File: config.mk
export PLATFORM = sky130hd
export DESIGN_NAME = sat_counter
export DESIGN_NICKNAME = d
export VERILOG_FILES = /design/src/rtl/sat_counter.sv
export SDC_FILE = /design/constraint.sdc
export NUM_CORES = 1
export LEC_CHECK = 0
export ABC_AREA = 1
export CORE_MARGIN = 3
export CORE_UTILIZATION = 42
export DETAILED_ROUTE_END_ITERATION = 8
export GPL_TIMING_DRIVEN = 0
export HOLD_SLACK_MARGIN = 0.03
export PLACE_DENSITY = 0.7
export SLEW_MARGIN = 10
export SYNTH_ARGS = -nofsm -noshare
export SYNTH_HDL_FRONTEND = slang
export SYNTH_SLANG_ARGS = --single-unit
File: constraint.sdc
create_clock -name CLK -period 1.9 [get_ports CLK]
set_clock_uncertainty 0.2 [all_clocks]
set_input_delay 0.19 -clock CLK [delete_from_list [all_inputs] [get_ports CLK]]
set_output_delay 0.19 -clock CLK [all_outputs]
set_load 0.02 [all_outputs]
File: src/rtl/sat_counter.sv
// Saturating up-counter with synchronous active-high reset.
module sat_counter #(
   parameter int unsigned W = 16
) (
   input  logic         CLK,
   input  logic         RST,
   input  logic         inc,
   output logic [W-1:0] cnt
);

   logic [W-1:0] cnt_q, cnt_d;

   always_comb begin
      cnt_d = cnt_q;
      if (inc && !(&cnt_q)) begin
         cnt_d = cnt_q + W'(1);
      end
   end

   always_ff @(posedge CLK) begin
      if (RST) begin
         cnt_q <= '0;
      end else begin
         cnt_q <= cnt_d;
      end
   end

   assign cnt = cnt_q;

endmodule

Figure 1. Logic cells by family.
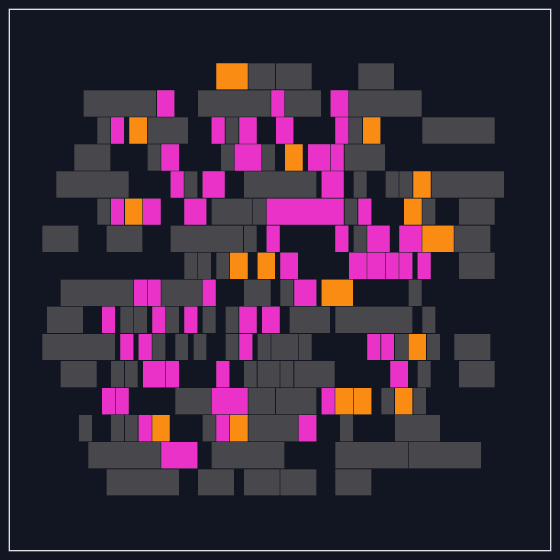
inverting AOI/OAI gates: in orange, cells 17. NAND gates: in magenta, cells 56.

Figure 2. Clock routing.
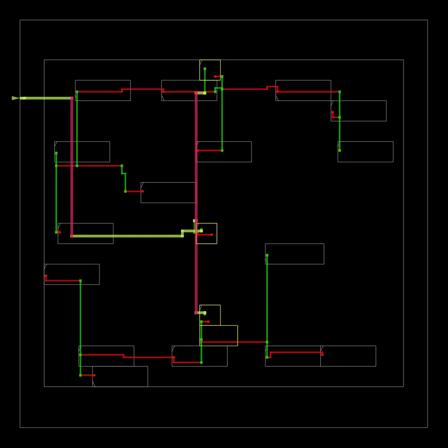
flip-flops: 16
total clock buffers created by CTS: 3
Num Clock Sinks: 16
clock distribution power: 236 uW

Figure 3. Clock network drawn from the DEF.
The bar under the picture is 20 um long.
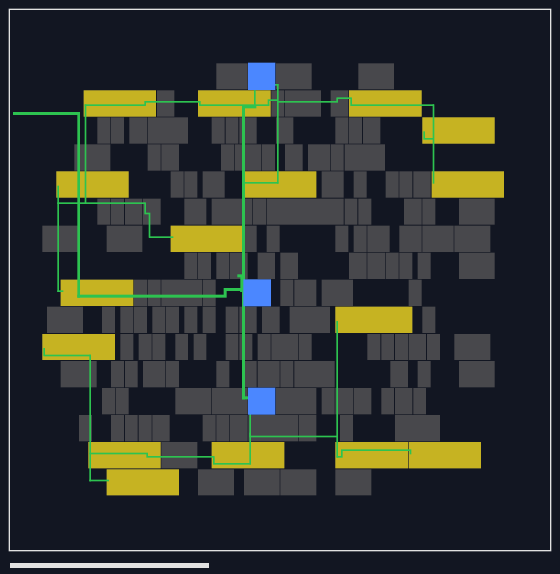
clock drivers: in blue, count 3. clock wires: in green, length 253 um. flip-flops: in yellow, count 16.
Position of the flops: widely spread. There are 4 routed clock nets.

Figure 4. I/O nets highlighted.
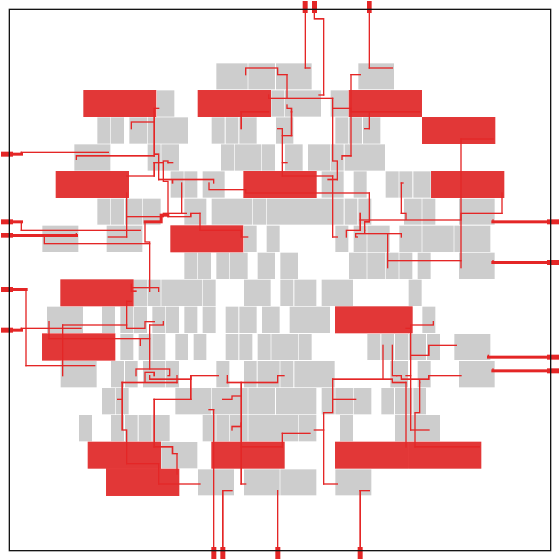
`cnt`: in red, direction output, edge 5 west, 4 east, 4 south, 3 north, end cells 16, buffers 16, wire 574 um.

Figure 5. Routed metal, one colour a layer.
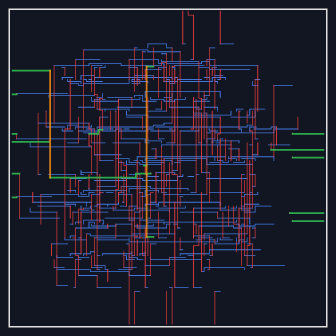
metal 3: in green, wire length 69.9 um. metal 1: in blue, wire length 1120 um. metal 2: in red, wire length 961 um. metal 4: in orange, wire length 47.6 um.

## per-layer routing
metal | track usage | up-vias | routed length (um)
met5 | 0 | - | 0
met4 | 0.0954 | 0 | 47
met3 | 0.0245 | 5 | 69
met2 | 0.263 | 16 | 960
met1 | 0.263 | 419 | 1120
li1 | - | 515 | -
## worst paths after layout
path	endpoint	cells past startpoint	from	slack, ns
setup reg to reg	cnt[14]	8	cnt[1]	0.15
hold reg to reg	cnt[0]	2	cnt[0]	0.33
setup / recovery	cnt[11]	1	cnt[11]	0.08
hold / removal	cnt[11]	2	RST	0.26
## cell usage after synthesis (all sizes together)
master,instances
nand2,37
inv,14
nand4,3
nand3b,1
o21ai,6
buf,1
dfxtp,16
ha,1
nor2,40
clkbuf,1
nand3,15
a21oi,11
==> run_summary.xml <==
<?xml version="1.0" encoding="UTF-8"?>
<metrics>
  <group name="status">
    <metric name="status" unit="">finished clean</metric>
  </group>
  <group name="sta">
    <metric name="endpoints_failing_hold" unit="">0</metric>
    <metric name="final_max_slew_viol_count" unit="">0</metric>
    <metric name="timing.final.crit_share" unit="">0.960</metric>
    <metric name="setup_repair_after_global_routing_missed_its_margin" unit="">true</metric>
    <metric name="post-route-min-period" unit="ns">1.82</metric>
    <metric name="timing.hold.ws" unit="ns">0.260</metric>
  </group>
  <group name="cells_and_area">
    <metric name="bufAreaShareNonClock" unit="">0.162</metric>
    <metric name="final_cells" unit="">195</metric>
    <metric name="post-route-cell-area" unit="um^2">1230</metric>
    <metric name="combAreaFraction" unit="">0.477</metric>
    <metric name="layout.cells.most_common" unit="">sky130_fd_sc_hd__nor2_1</metric>
    <metric name="clk_share" unit="">0.0295</metric>
    <metric name="final.signal_inverter_count" unit="">14</metric>
    <metric name="register_area" unit="um^2">322</metric>
    <metric name="layout-area-overhead-vs-synth" unit="%">25.7</metric>
    <metric name="postLayoutCoreUtil" unit="">0.591</metric>
    <metric name="layout.nets" unit="">173</metric>
    <metric name="comb.multi_input.count" unit="">114</metric>
  </group>
  <group name="place">
    <metric name="dpl-instance-area" unit="um^2">1190</metric>
    <metric name="dp_hpwl" unit="um">1670</metric>
    <metric name="post-place-ws" unit="ns">-0.0221</metric>
    <metric name="port-buffer-count" unit="">18</metric>
    <metric name="final_estimated_routing_congestion_in_global_placement" unit="">0.813</metric>
  </group>
  <group name="critical_path">
    <metric name="slowest_delay" unit="ns">0.66</metric>
    <metric name="timing.critical_path.required" unit="ns">1.51</metric>
    <metric name="critical_path.top_delay_family" unit="">buffers and inverters</metric>
    <metric name="endpoint_kind" unit="">output port</metric>
    <metric name="worst-endpoint-arrival" unit="ns">1.43</metric>
    <metric name="critical-path-slowest-cell" unit="">sky130_fd_sc_hd__clkdlybuf4s50_1</metric>
  </group>
  <group name="clock_tree">
    <metric name="clock_latency" unit="ns">0.30</metric>
    <metric name="clk_root_buffer_cell" unit="">sky130_fd_sc_hd__clkbuf_4</metric>
    <metric name="cts_max_path_buffers" unit="">2</metric>
    <metric name="cts_hold_buffers" unit="">0</metric>
    <metric name="cts_post_setup_buffers_inserted" unit="">0</metric>
  </group>
  <group name="power_and_ir_drop">
    <metric name="power_density" unit="nW/um^2">510</metric>
    <metric name="powerSeq" unit="uW">345</metric>
    <metric name="seq_power_share" unit="">0.549</metric>
    <metric name="switching_share" unit="">0.240</metric>
    <metric name="max-vdd-ir-drop" unit="mV">0.329</metric>
    <metric name="power_leakage" unit="nW">0.453</metric>
    <metric name="netSwitchingPower" unit="uW">151</metric>
  </group>
  <group name="synth">
    <metric name="netlist_logic_family_top" unit="">simple AND/OR/NAND/NOR gates</metric>
    <metric name="synth.net_count" unit="">150</metric>
    <metric name="synth.cell_area" unit="um^2">978</metric>
    <metric name="synthDistinctLibCells" unit="">21</metric>
    <metric name="netlist.top_cell.by_area" unit="">sky130_fd_sc_hd__dfxtp_1</metric>
    <metric name="synthXorXnorAreaFrac" unit="">0</metric>
    <metric name="simple_gate_share" unit="">0.488</metric>
    <metric name="ys_chip_area" unit="um^2">978</metric>
    <metric name="post_synth_regs" unit="">16</metric>
    <metric name="postSynthAreaPerCell" unit="um^2">6.70</metric>
    <metric name="yosys.area.top_type_share" unit="">0.327</metric>
    <metric name="ys_sh_adder" unit="">0.0128</metric>
    <metric name="synthCells" unit="">146</metric>
  </group>
  <group name="routing">
    <metric name="ant_nets" unit="">0</metric>
    <metric name="remaining_drc_errors" unit="">0</metric>
    <metric name="drt_pre_antenna_iters" unit="">4</metric>
    <metric name="vias" unit="">955</metric>
    <metric name="wl_per_cell" unit="um">11.3</metric>
  </group>
  <group name="floorplan">
    <metric name="die_width" unit="um">54.3</metric>
    <metric name="chipArea" unit="um^2">2940</metric>
    <metric name="fp.dieH" unit="um">54.3</metric>
    <metric name="taps" unit="">27</metric>
  </group>
  <group name="global_routing">
    <metric name="grt_usage" unit="">0.183</metric>
    <metric name="grt_antenna_before_repair" unit="">0</metric>
    <metric name="largest_net_degree_at_the_start_of_global_routing" unit="">11</metric>
    <metric name="first_global_vias" unit="">873</metric>
    <metric name="global_route.overflow_total" unit="">0</metric>
  </group>
  <group name="hold_path">
    <metric name="min_path_type" unit="">input pin to flip-flop</metric>
  </group>
  <group name="job">
    <metric name="max-cap-violations" unit="">0</metric>
  </group>
</metrics>
Power and IR drop assume default switching activity.
